[src/rtl/triple_counter_pkg.sv]
// Shared constants for the modulo-3 phase counter.
// Latency: n/a (constants only).
// Backpressure: n/a.
package triple_counter_pkg;

  localparam int CNT_MOD = 3;
  localparam int CNT_W   = 2;

  localparam logic [CNT_W-1:0] PH0 = 2'd0;
  localparam logic [CNT_W-1:0] PH1 = 2'd1;
  localparam logic [CNT_W-1:0] PH2 = 2'd2;

endpackage

[src/rtl/sat_counter.sv]
// Generic W-bit saturating incrementer, counts inc_i strobes and sticks at all-ones.
// Latency: 1 cycle from strobe edge to updated count.
// Backpressure: none; a strobe at saturation is silently absorbed.
module sat_counter #(
  parameter int W = 8
) (
  input  logic         clk,
  input  logic         rst,
  input  logic         inc_i,
  output logic [W-1:0] cnt_o
);

  logic [W-1:0] cnt_q;
  logic [W-1:0] cnt_d;

  // Next value: step by one on a strobe unless already saturated.
  always_comb begin
    cnt_d = cnt_q;
    if (inc_i && (cnt_q != {W{1'b1}})) begin
      cnt_d = cnt_q + W'(1);
    end
  end

  // Count register with synchronous reset.
  always_ff @(posedge clk) begin
    if (rst) begin
      cnt_q <= '0;
    end else begin
      cnt_q <= cnt_d;
    end
  end

  assign cnt_o = cnt_q;

endmodule

[src/rtl/triple_counter.sv]
// Free-running mod-3 counter with registered terminal-count, one-hot phase and wrap diagnostics.
// Latency: 1 cycle from clock edge to all outputs; tc/phase always match count.
// Backpressure: none; advances on every edge while rst is low.
module triple_counter
  import triple_counter_pkg::*;
#(
  parameter int WRAP_W = 8
) (
  input  logic               clk,
  input  logic               rst,
  output logic [CNT_W-1:0]   count,
  output logic               tc,
  output logic [CNT_MOD-1:0] phase,
  output logic [WRAP_W-1:0]  wrap_cnt
);

  logic [CNT_W-1:0]   count_q;
  logic [CNT_W-1:0]   count_d;
  logic               tc_q;
  logic               tc_d;
  logic [CNT_MOD-1:0] phase_q;
  logic [CNT_MOD-1:0] phase_d;
  logic               wrap_inc;

  // Next state plus its decode, so tc/phase are registered in step with count.
  // The unused code 3 falls into default and recovers to PH0 without counting a wrap.
  always_comb begin
    count_d = PH0;
    case (count_q)
      PH0:     count_d = PH1;
      PH1:     count_d = PH2;
      PH2:     count_d = PH0;
      default: count_d = PH0;
    endcase

    tc_d = (count_d == PH2);

    phase_d = 3'b000;
    case (count_d)
      PH0:     phase_d = 3'b001;
      PH1:     phase_d = 3'b010;
      PH2:     phase_d = 3'b100;
      default: phase_d = 3'b000;
    endcase

    wrap_inc = (count_q == PH2);
  end

  // State and decoded outputs, reset to phase 0.
  always_ff @(posedge clk) begin
    if (rst) begin
      count_q <= PH0;
      tc_q    <= 1'b0;
      phase_q <= 3'b001;
    end else begin
      count_q <= count_d;
      tc_q    <= tc_d;
      phase_q <= phase_d;
    end
  end

  sat_counter #(
    .W (WRAP_W)
  ) u_wrap (
    .clk   (clk),
    .rst   (rst),
    .inc_i (wrap_inc),
    .cnt_o (wrap_cnt)
  );

  assign count = count_q;
  assign tc    = tc_q;
  assign phase = phase_q;

endmodule

[config.mk]
export PLATFORM = sky130hd
export DESIGN_NAME = triple_counter
export DESIGN_NICKNAME = d
export VERILOG_FILES = /design/src/rtl/triple_counter_pkg.sv /design/src/rtl/sat_counter.sv /design/src/rtl/triple_counter.sv
export SDC_FILE = /design/constraint.sdc
export NUM_CORES = 1
export LEC_CHECK = 0
export ABC_CLOCK_PERIOD_IN_PS = 1700
export CAP_MARGIN = 20
export CORE_MARGIN = 2
export CORE_UTILIZATION = 40
export DETAILED_ROUTE_END_ITERATION = 12
export PLACE_DENSITY = 0.69
export SLEW_MARGIN = 10
export SYNTH_ARGS = -nofsm -noshare
export SYNTH_HDL_FRONTEND = slang
export SYNTH_SLANG_ARGS = --single-unit
[constraint.sdc]
create_clock -name clk -period 1.7 [get_ports clk]
set_clock_uncertainty 0.2 [all_clocks]
set_input_delay 0.34 -clock clk [delete_from_list [all_inputs] [get_ports clk]]
set_output_delay 0.34 -clock clk [all_outputs]
set_load 0.005 [all_outputs]
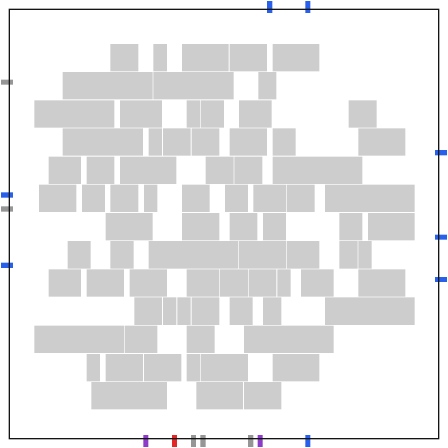
io_placement.png
Pins as bars across the die edge, other pins in gray.
count -> purple  # pins 2, direction output, edge south
wrap_cnt -> blue  # pins 8, direction output, edge 3 east, 2 west, 2 north, 1 south
tc -> red  # pins 1, direction output, edge south
all pins by edge = 7 south, 4 west, 3 east, 2 north

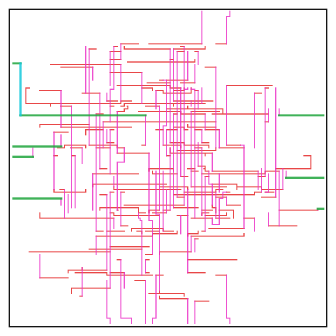
wires.png
metal 4 -> cyan  # wire length 6.80 µm
metal 3 -> green  # wire length 43.5 µm
metal 2 -> magenta  # wire length 604 µm
metal 1 -> red  # wire length 560 µm

==> metrics.yaml <==
status: "complete, no violations"
ios: 16
wire_per_inst_um: 13.04
place_congestion: 0.6694
drive_gt1_share_pct: 32.05
power.leakage_nw: 0.4662
clk_pin_slew_worst_paths_ns: 0.07
final-max-slew-violation-count: 0
setup_ws_ns: 0.02233
fin_crit_ns: 1.678
grt_max_degree: 9
drv_cap: 0
required_ns: 1.16
clk_latency_ns: 0.26
fmax_mhz: 596.1
tns_ns: 0
rsz0062_at_grt: "false"
coreArea_um2: 1301
synthDistinctLibCells: 31
avgSynthCellArea_um2: 9.768
ys_warn_count: 0
htreeDepth: 1
dieWidth_um: 41.31
postSynthSeqShare_pct: 39.55
dieArea_um2: 1707
log.warning_count: 26
worstPathArrival_ns: 1.14
fin_crit_sh_pct: 98.69
setup_viol: 0
finalPower_mw: 0.4974
synth_flops: 11
p_per_area_nw_per_um2: 614.4
crit_path_end_kind: "primary output"
drtIter0Drc: 6
critPathKind: "register to primary output"
track_usage_pct: 16.33
critical_path.max_fanout: 7
gr-total-overflow: 0
netlist_area_um2: 556.8
slew-limit-headroom_pct: 82.03
top_area_share_pct: 39.55
ff2ff_path_depth: 4
port_buffers: 15
startpoint_type: "register"
final cells by class:
cell class / count / area [µm²] / share of cell area (%)
multi-input combinational: 38 / 284.0 / 35.08
clock buffer: 4 / 26.28 / 3.246
tap: 15 / 18.77 / 2.318
inverter: 3 / 11.26 / 1.391
sequential: 11 / 250.2 / 30.91
timing repair buffer: 22 / 219.0 / 27.05
sequential cells by signal (all words and copies together), names as in the netlist:
name and count:
count 2, u_wrap.cnt_o 8, phase 1
layer usage:
metal,global-route usage [%],part of all wire (%),vias to the layer above
met5,0,0,-
met4,9.677,0.49,0
met3,3.191,3.5,2
met2,23.83,50,7
met1,22.08,46,231
li1,-,-,255
logic make-up (layout without fill, tap and decap cells):
kind of cell,count (synthesis),after routing,synth area share (%)
AND-OR/OR-AND,11,11,15.28
adder cells (fa/ha/maj),1,1,2.247
AND/OR/NAND/NOR,23,23,26.97
multiplexers,3,3,6.516
flip-flops,11,11,39.55
buffers and inverters,8,29,9.438
worst max-delay path by stage:
| stage | startpoint | slack (ns) | endpoint |
|---|---|---|---|
| after global placement | rst | 0.06 | u_wrap.cnt_o[3]$_SDFFE_PP0P_ |
| after global routing | count[0]$_SDFF_PP0_ | 0.001 | count[0] |
| after floorplan | u_wrap.cnt_o[0]$_SDFFE_PP0P_ | 0.12 | u_wrap.cnt_o[0]$_SDFFE_PP0P_ |
| after CTS | u_wrap.cnt_o[7]$_SDFFE_PP0P_ | 0.002 | wrap_cnt[7] |
| final | count[1]$_SDFF_PP0_ | 0.02 | count[1] |
| after detailed placement | rst | 0.03 | u_wrap.cnt_o[3]$_SDFFE_PP0P_ |
cell usage in the layout (no fill, tap or decap), drive strengths merged, types with 3 or more instances in the layout:
cell            n
dlygate4sd2     3
clkbuf          4
buf             7
clkdlybuf4s50   4
inv             3
nor2            5
dfxtp          11
dlymetal6s2s    8
power by group:
group	switching [mW]	internal, mW	leakage [nW]
logic	0.0198	0.0355	0.355
registers	0.00694	0.257	0.0963
clock network	0.0875	0.0907	0.0150
total	0.114	0.383	0.466
cell usage after synthesis (all sizes together):
master / count
dfxtp: 11
buf: 5
nor2: 5
inv: 3
a311oi: 2
a31oi: 2
a41oi: 2
and3: 2
mux2: 2
nand2b: 2
nor3: 2
nor4: 2
a211oi: 1
and2b: 1
and4: 1
and4b: 1
ha: 1
mux2i: 1
nand2: 1
nand3: 1
nand4: 1
nand4b: 1
nor3b: 1
o211a: 1
o211ai: 1
o21ai: 1
o21bai: 1
or2: 1
or2b: 1
repair_timing:
item | 4_1_cts | 5_1_grt
hold endpoints to repair | 0 | 0
setup buffers | 0 | 1
resized | 18 | 10
endpoints found under the setup margin | 13 | 10
through the flow:
| step | utilization, % | hold WS, ns | cells | area [µm²] |
|---|---|---|---|---|
| floorplan | - | 0.2546 | 57 | 556.8 |
| global placement | 56.06 | 0.2728 | 88 | 729.5 |
| detailed placement | 56.06 | 0.2780 | 88 | 729.5 |
| CTS | 59.71 | 0.2547 | 92 | 777.0 |
| global route | 62.21 | 0.2680 | 93 | 809.5 |
| finish | 62.21 | 0.2443 | 93 | 809.5 |
Power and IR drop assume default switching activity.
